Run 1, placement density heat map:
(4 px per µm) The die is cut into 9 by 9 equal tiles; white is low, dark blue is high, 0 to 100% covered.
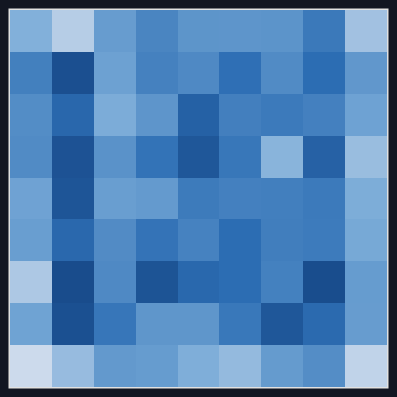
Run 1, met3 routing:
(4 px per µm)
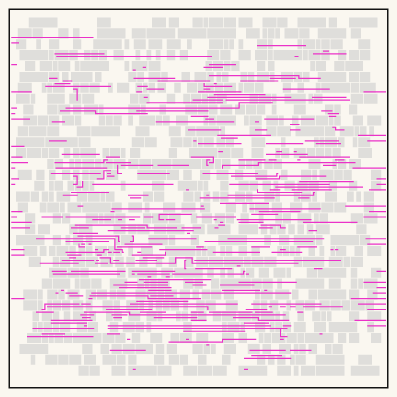
Run 1, met1 routing:
(3 px per µm) Supply wires on this layer in gray.
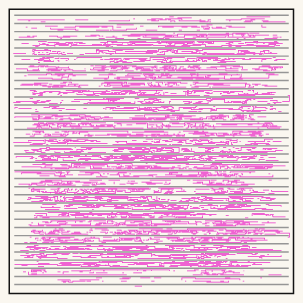
### src/rtl/reg_universal_pp.sv
// General-purpose register with a programmable reset pattern and per-cycle
// operations: hold, load, shift left/right, rotate, increment, decrement and
// negate. CO and ZERO are registered together with Q.
module reg_universal_pp #(
    parameter int                WIDTH   = 32,
    parameter logic [WIDTH-1:0]  PATTERN = '0
) (
    input  logic             CLK,
    input  logic             RESET,
    input  logic             EN,
    input  logic [2:0]       MODE,
    input  logic [WIDTH-1:0] D,
    input  logic             SI,
    output logic [WIDTH-1:0] Q,
    output logic             CO,
    output logic             ZERO
);

    typedef enum logic [2:0] {
        OP_HOLD = 3'b000,
        OP_LOAD = 3'b001,
        OP_SHL  = 3'b010,
        OP_SHR  = 3'b011,
        OP_ROL  = 3'b100,
        OP_INC  = 3'b101,
        OP_DEC  = 3'b110,
        OP_NEG  = 3'b111
    } op_e;

    localparam logic [WIDTH:0] ONE_EXT      = {{WIDTH{1'b0}}, 1'b1};
    localparam logic           PATTERN_ZERO = (PATTERN == '0);

    logic [WIDTH-1:0] q_q, q_d;
    logic             co_q, co_d;
    logic             zero_q, zero_d;
    logic [WIDTH:0]   sum_ext;
    op_e              op;

    assign op = op_e'(MODE);

    // Next-state selection; ZERO is derived from the next Q, not the current one.
    always_comb begin
        q_d     = q_q;
        co_d    = co_q;
        sum_ext = '0;
        if (EN) begin
            unique case (op)
                OP_HOLD: begin
                    q_d  = q_q;
                    co_d = co_q;
                end
                OP_LOAD: begin
                    q_d  = D;
                    co_d = 1'b0;
                end
                OP_SHL: begin
                    q_d  = {q_q[WIDTH-2:0], SI};
                    co_d = q_q[WIDTH-1];
                end
                OP_SHR: begin
                    q_d  = {SI, q_q[WIDTH-1:1]};
                    co_d = q_q[0];
                end
                OP_ROL: begin
                    q_d  = {q_q[WIDTH-2:0], q_q[WIDTH-1]};
                    co_d = q_q[WIDTH-1];
                end
                OP_INC: begin
                    sum_ext = {1'b0, q_q} + ONE_EXT;
                    q_d     = sum_ext[WIDTH-1:0];
                    co_d    = sum_ext[WIDTH];
                end
                OP_DEC: begin
                    q_d  = q_q - {{(WIDTH-1){1'b0}}, 1'b1};
                    co_d = (q_q == '0);
                end
                OP_NEG: begin
                    // Carry out of ~Q + 1 is set only when Q was zero.
                    sum_ext = {1'b0, ~q_q} + ONE_EXT;
                    q_d     = sum_ext[WIDTH-1:0];
                    co_d    = sum_ext[WIDTH];
                end
                default: begin
                    q_d  = q_q;
                    co_d = co_q;
                end
            endcase
        end
        zero_d = (q_d == '0);
    end

    // State registers with synchronous reset to the programmed pattern.
    always_ff @(posedge CLK) begin
        if (RESET) begin
            q_q    <= PATTERN;
            co_q   <= 1'b0;
            zero_q <= PATTERN_ZERO;
        end else begin
            q_q    <= q_d;
            co_q   <= co_d;
            zero_q <= zero_d;
        end
    end

    assign Q    = q_q;
    assign CO   = co_q;
    assign ZERO = zero_q;

endmodule
### config.mk
export PLATFORM = sky130hd
export DESIGN_NAME = reg_universal_pp
export DESIGN_NICKNAME = d
export VERILOG_FILES = /design/src/rtl/reg_universal_pp.sv
export SDC_FILE = /design/constraint.sdc
export NUM_CORES = 1
export LEC_CHECK = 0
export ABC_CLOCK_PERIOD_IN_PS = 3600
export CORE_UTILIZATION = 55
export DETAILED_ROUTE_END_ITERATION = 8
export HOLD_SLACK_MARGIN = 0.03
export PLACE_DENSITY = 0.8
export REMOVE_ABC_BUFFERS = 1
export SYNTH_ARGS = -nofsm -noshare
export SYNTH_HDL_FRONTEND = slang
export SYNTH_SLANG_ARGS = --single-unit
### constraint.sdc
create_clock -name CLK -period 3.6 [get_ports CLK]
set_input_delay 0.72 -clock CLK [delete_from_list [all_inputs] [get_ports CLK]]
set_output_delay 0.72 -clock CLK [all_outputs]
set_load 0.1 [all_outputs]
==> summary.txt, run 1 <==
Implementation summary

For the worst reg-to-reg path, the startpoint reported by OpenROAD is Q[7]. The clock reaches the later pin of the worst-skew pair after 0.30 ns. The transition time recorded at the tightest slew-check pin is 0.9867 ns. The top flip-flop cell by instance count after synthesis is sky130_fd_sc_hd__dfxtp_1.

Per the cell usage report, the commonest logic cell in the layout is sky130_fd_sc_hd__buf_4. The mapped netlist covers 0.004681 mm². The chip footprint is 0.008883 mm². The pin count of the biggest net entering global routing is 40.

Counting every instance in the synthesized netlist gives 676. Once the clock tree was built, the resizer swapped 0 gates to a different size. The run finished with clean final reports. The layout buffer count excluding clock buffers is 130.

The destination of the worst hold path is CO. The utilization after layout is 69.88%. Setup slack on the critical path of the routed design comes to 0.1547 ns. The endpoint identified for the worst register-to-register timing path is ZERO. Per STA, the highest per-stage delay on the worst path measures 0.55 ns. Multi-input combinational cells in the finished layout were counted as 545.

For reference, the top cells by area after synthesis are sky130_fd_sc_hd__dfxtp_1 (15%), sky130_fd_sc_hd__clkbuf_1 (4.8%), sky130_fd_sc_hd__nor2_1 (4.6%). The chip area in the Yosys report is 0.004681 mm². In the setup report, the worst path falls into the class input port to flop. The clock tree from TritonCTS is done.

In this run, the synthesized area fraction spent on adder and majority cells is recorded as 0.7485%. In this run the cell area measured after placement is 0.005644 mm². The combinational family with the most area after synthesis is simple AND/OR/NAND/NOR gates. The multi-input combinational cells in the finished layout cover a total of 0.003623 mm².

The final timing report counts setup violations totalling 0. The maximum VDD drop is 0.1959 mV. The highest clock frequency the design can meet is 0.2903 GHz.

The final worst clock skew is 0.01043 ns. The flow reports that sequential cells draw 25.8% of the design power. The clock network consumes a total of 0.322 mW. The multiplexer share of the synthesized area is 2.620%. The power per unit of standard cell area is 323.3 mW/mm². The Yosys warning count is 0. The number of enable-type register cells in the synthesized netlist is 0.

The design draws 1.856 mW. The clock distribution area overhead in the final layout is 1.591%. The synthesized area per cell is 6.924 µm². After synthesis, the largest area contributor takes up 14.54% of total cell area. The worst slack after detailed placement is -0.1821 ns. The buffer_ports step reported a buffer count of 72. The top cell family by delay on the critical path is AND-OR/OR-AND gates. The most critical hold endpoint after final layout shows a slack of 0.5296 ns. The die is 94.25 µm wide. Walking the worst path, the cells encountered are clkdlybuf4s50_1, buf_12, and3b_1, o21ai_1, o2111ai_1, a2111oi_2, buf_4, nand4_1, nor4b_1, nand4_1, o41ai_2. The register-to-register setup slack is 0.38 ns. Sorting the synthesized cells by how often they occur yields sky130_fd_sc_hd__clkbuf_1 (60), sky130_fd_sc_hd__nor2_1 (57), sky130_fd_sc_hd__a21oi_1 (39), sky130_fd_sc_hd__nand2_1 (38), sky130_fd_sc_hd__dfxtp_1 (34).

The net count of the finished layout is 778. For this design, Yosys synthesis ends with a cell count of 676.
-- 'placement density heat map' (at the start) --
fullest tile	89%
tiles over 75% full	22%
mean over tiles	63%

-- 'met3 routing' (at the start) --
share of all routed wire	13%
longest straight run	49.7 µm
nets with wire on the layer	182
wire length on this layer	2430 µm

-- 'met1 routing' (at the start) --
main direction	horizontal
share of all routed wire	37%
nets with wire on the layer	686

[run 1: routing by layer]
| layer | global-route usage (%) | share of wire (%) | wire length [µm] |
|---|---|---|---|
| met1 | 53.16 | 37 | 7108 |
| met2 | 65.34 | 43 | 8285 |
| met3 | 10.36 | 13 | 2434 |
| met4 | 27.18 | 6.5 | 1240 |
| met5 | 0 | 0 | 0 |
[run 1: logic make-up (layout without fill, tap and decap cells)]
family          Yosys count  count (layout)
flops                    34              34
mux                      11              11
compound gates          212             212
fa+ha+maj                 3               3
simple gates            280             280
buf+inv                  97             159
xor+xnor                 39              39
[run 1: worst register-to-register path: cells and delay by family, from the launching register on]
family	cells	cell delay, ns
compound gates	4	0.71
buf+inv	2	0.42
simple gates	4	1.28
flops	1	0.71
==> run 1 -> run 2 <==
--- a/config.mk
+++ b/config.mk
@@ -6,10 +6,14 @@
 export NUM_CORES = 1
 export LEC_CHECK = 0
 export ABC_CLOCK_PERIOD_IN_PS = 3600
-export CORE_UTILIZATION = 55
+export CELL_PAD_IN_SITES_DETAIL_PLACEMENT = 2
+export CELL_PAD_IN_SITES_GLOBAL_PLACEMENT = 2
+export CORE_UTILIZATION = 31
+export CTS_CLUSTER_SIZE = 14
 export DETAILED_ROUTE_END_ITERATION = 8
 export HOLD_SLACK_MARGIN = 0.03
-export PLACE_DENSITY = 0.8
+export MAX_ROUTING_LAYER = met4
+export PLACE_DENSITY = 0.81
 export REMOVE_ABC_BUFFERS = 1
 export SYNTH_ARGS = -nofsm -noshare
 export SYNTH_HDL_FRONTEND = slang
Run 2, clock network drawn from the DEF:
(3 px per µm)
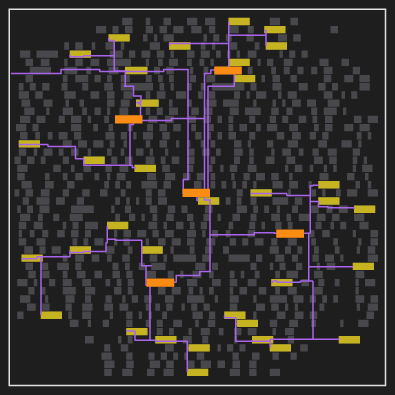
[orange] cells driving clock nets | count: 5
[yellow] flip-flops | count: 34
[purple] clock wires | length: 812 µm
flops lie	all over the die

Run 2, clock nets:
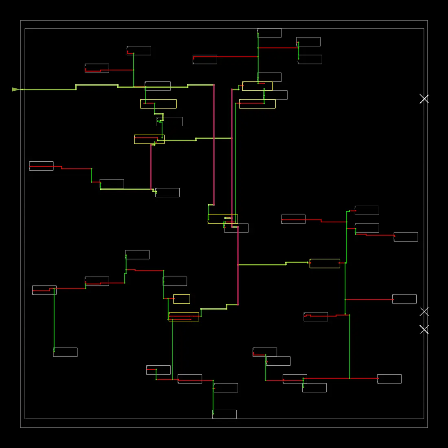
Clock Skews: 0.008804 ns
number of clock buffers in the layout: 6
Num Clock Sinks: 34
clock latency at the later pin of the worst-skew pair: 0.30 ns

==> run 2 against run 1 <==
Net effect: the run now ends with DRC left; non-clock buffer count is 3 higher; die area increased by 76%; worst setup slack worse by 0.11 ns; clock power rose by 95%; combinational power barely moved; critical path depth decreased by 1; via count is 0.58% higher; largest cell class unchanged; utilization is 29 points lower; critical endpoint unchanged; flip-flop count is the same; routed wire length is 34% higher; clock-buffer cell count decreased by 1.
==> summary.txt, run 2 <==
Implementation summary

Result of the run: complete, but fails checks (was finished clean). The checks that failed: DRC. The area occupied by multi-input gates is 0.003631 mm² (was 0.003623 mm²).

The synthesized-area fraction occupied by adder cells is 0.7485% (unchanged). The top flip-flop cell by instance count after synthesis is sky130_fd_sc_hd__dfxtp_1 (unchanged). The number of enable-type register cells in the synthesized netlist is 0 (unchanged). The source of the worst register-to-register timing path is Q[1] (was Q[7]). The terminus of the critical flop-to-flop path is ZERO (unchanged). The layout buffer count excluding clock buffers was 133 (was 130). The layout net count is 781 (was 778). The setup-violating endpoint count in the final report is 0 (unchanged). The number of cell instances after yosys synthesis was 676 (unchanged). Main area contributors: sky130_fd_sc_hd__dfxtp_1 (15%), sky130_fd_sc_hd__clkbuf_1 (4.8%), sky130_fd_sc_hd__nor2_1 (4.6%) (unchanged). The power in the clock group is 0.628 mW (was 0.322 mW). The worst slack after detailed placement is -0.1451 ns (was -0.1821 ns).

The utilization after layout came to 40.65% (was 69.88%). The global routing met3 resource utilization came to 5.198% (was 10.36%). The final count of hold timing violations is 0 (unchanged). The global routing met1 resource utilization is 39.78% (was 53.16%). The destination of the worst hold path was CO (unchanged). The clock distribution area overhead in the final layout is 3.342% (was 1.591%). The width of the die is 124.9 µm (was 94.25 µm). The tally of buffers added on design ports is 72 (unchanged). Cell types with the highest counts after synthesis: sky130_fd_sc_hd__clkbuf_1 (60), sky130_fd_sc_hd__nor2_1 (57), sky130_fd_sc_hd__a21oi_1 (39), sky130_fd_sc_hd__nand2_1 (38), sky130_fd_sc_hd__dfxtp_1 (34) (unchanged). The layer carrying the most global-route usage is met2 (unchanged). The uppermost signal routing layer after detailed routing is met4 (unchanged). The chip footprint is 0.01560 mm² (was 0.008883 mm²). The minimum hold slack is 0.5049 ns (was 0.5296 ns). Cell Chain, Critical Path: clkdlybuf4s50_1, buf_12, and3b_1, o21ai_1, o2111ai_1, a2111oi_0, nand4_1, nor4b_2, nand4_1, o41ai_2 (was clkdlybuf4s50_1, buf_12, and3b_1, o21ai_1, o2111ai_1, a2111oi_2, buf_4, nand4_1, nor4b_1, nand4_1, o41ai_2). The most frequent logic cell in the layout is sky130_fd_sc_hd__buf_4 (unchanged). The maximum single-stage delay on the critical path came to 0.62 ns (was 0.55 ns).

The share of the synthesized area in the top cell type is 14.54% (unchanged). The combinational gate count is 545 (unchanged). The maximum VDD drop is 0.1556 mV (was 0.1959 mV). The clock tree from TritonCTS is done (unchanged). The multiplexer share of the synthesized area is 2.620% (unchanged). The transition time of the tightest slew-check pin is 0.9711 ns (was 0.9867 ns).

The pin count of the biggest net entering global routing is 41 (was 40). The Yosys warning count was 0 (unchanged). The synthesized instance count came to 676 (unchanged).

The top cell family by delay on the critical path is AND-OR/OR-AND gates (unchanged). The smallest setup slack after layout is 0.04528 ns (was 0.1547 ns). The power per unit of standard cell area was 374.0 mW/mm² (was 323.3 mW/mm²). The post-cts repair resize count is 0 (unchanged). The post-route DRC violation count is 6 (was 0). The wire length on met3 is 1654 µm (was 2434 µm). The kind of critical path is input port to flop (unchanged).

The sum of met2 wire segment lengths after detailed routing is 12160 µm (was 8285 µm).
-- run 2: netlist changes by cell type in the layout (fill, tap and decap cells not counted), moves of 2 or more --
cell / previous run / this run
sky130_fd_sc_hd__buf_12: 5 / 3
sky130_fd_sc_hd__buf_4: 84 / 90
sky130_fd_sc_hd__dfxtp_1: 34 / 32
sky130_fd_sc_hd__a21oi_1: 39 / 37
sky130_fd_sc_hd__a21oi_2: 0 / 2
sky130_fd_sc_hd__clkbuf_8: 6 / 1
sky130_fd_sc_hd__bufinv_16: 0 / 2
sky130_fd_sc_hd__dfxtp_2: 0 / 2
sky130_fd_sc_hd__clkbuf_16: 0 / 5
Power and IR drop assume default switching activity.
